**Logic cells by family**

Drawn at 3 px/µm.
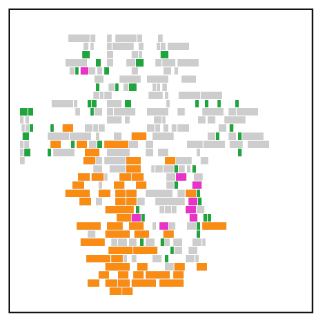
**Clock distribution**

Drawn at 4 px/µm.
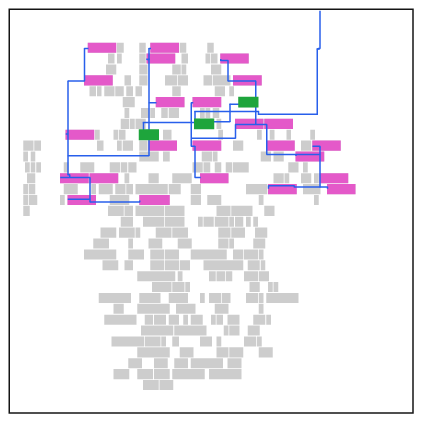
**Metal 3**

Drawn at 4 px/µm.
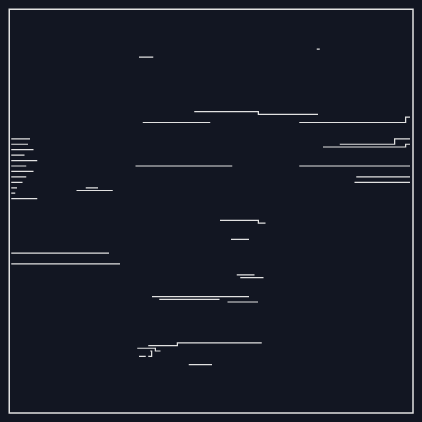
Design demux8_rr_scheduler_flat, sky130hd; sources not shown.
==> flow_metrics.tcl <==
# collected from the flow reports
set metrics [dict create \
    status "completed" \
    cts_tree "built" \
    syn_inst 255 \
    design.core.area_um2 8460 \
    relSlewSlack 0.685 \
    combPwrFrac 0.728 \
    crit_buf_inv 2 \
    crit_type "register to register" \
    gr-usage-met2 0.198 \
    holdPathStages 2 \
    grt_util_met1 0.173 \
    comb-power_uw 1650 \
    htree_levels 1 \
    cp-end-kind "register" \
    top_cells_by_count "nand2_1, mux2i_1, dfxtp_1, nor2_1, mux2_2" \
    maxCapViolations 0 \
    dieWidth_um 101 \
    crit_cells 10 \
    p_switching_uw 1070 \
    largest_area_cell "dfxtp_1" \
    slowest_delay_ns 0.45 \
    avgRoutedWirePerCell_um 17.1 \
    yosys.area_share.aoi 0.185 \
    dp_hpwl_um 4670 \
    place_inst 353 \
    cellPowerDensity_nw_per_um2 894 \
    fp-row-count 33 \
    warning_count 27 \
    yosys_warnings 0 \
    synth_xor_xnor_area_share 0.0157 \
    edf_count 0 \
    root_buffer "clkbuf_8" \
    comb_cells 206 \
    cts_setup_buffers 1 \
    nNonClkInverters 6 \
    crit_fanout 10 \
    wl_met1_um 2870 \
    cp-start-kind "register" \
    hold_violations 0 \
    grt_max_degree 16 \
    yosysChipArea_um2 2230 \
    grt_pass1_vias 1879 \
    synth.avg_cell_area_um2 8.76 \
    ios 32 \
    topCombFamilyByArea "multiplexers" \
]
Notes on 'logic cells by family' above:
- nand cells: green (cells 45; most used nand2_1)
- mux cells: orange (cells 55; most used mux2i_1)
- non-inverting ao/oa cells: magenta (cells 8; most used o22a_1)
Top cell excl fill/tap: nand2_1
Comb/total area: 0.674
Layout Cells excl Fill: 360

Notes on 'clock distribution' above:
- clock-net drivers: green (count 3)
- flip-flops: magenta (count 24)
- clock wires: blue (length 333 µm)
- routed clock nets: 4
Worst Skew: 0.00132 ns
clk_lat worst skew: 0.26 ns
Clock power frac: 0.084
Clk. pwr: 190 µW

Notes on 'metal 3' above:
- share of all routed wire: 6.9%
- main direction: horizontal
- wire length on this layer: 422 µm
- nets with wire on the layer: 37
M3 GR Usage: 0.0318
Post-Route WL: 6160 µm
Via Count: 1970

No activity file was given, so power comes from the tool's default toggle rates.
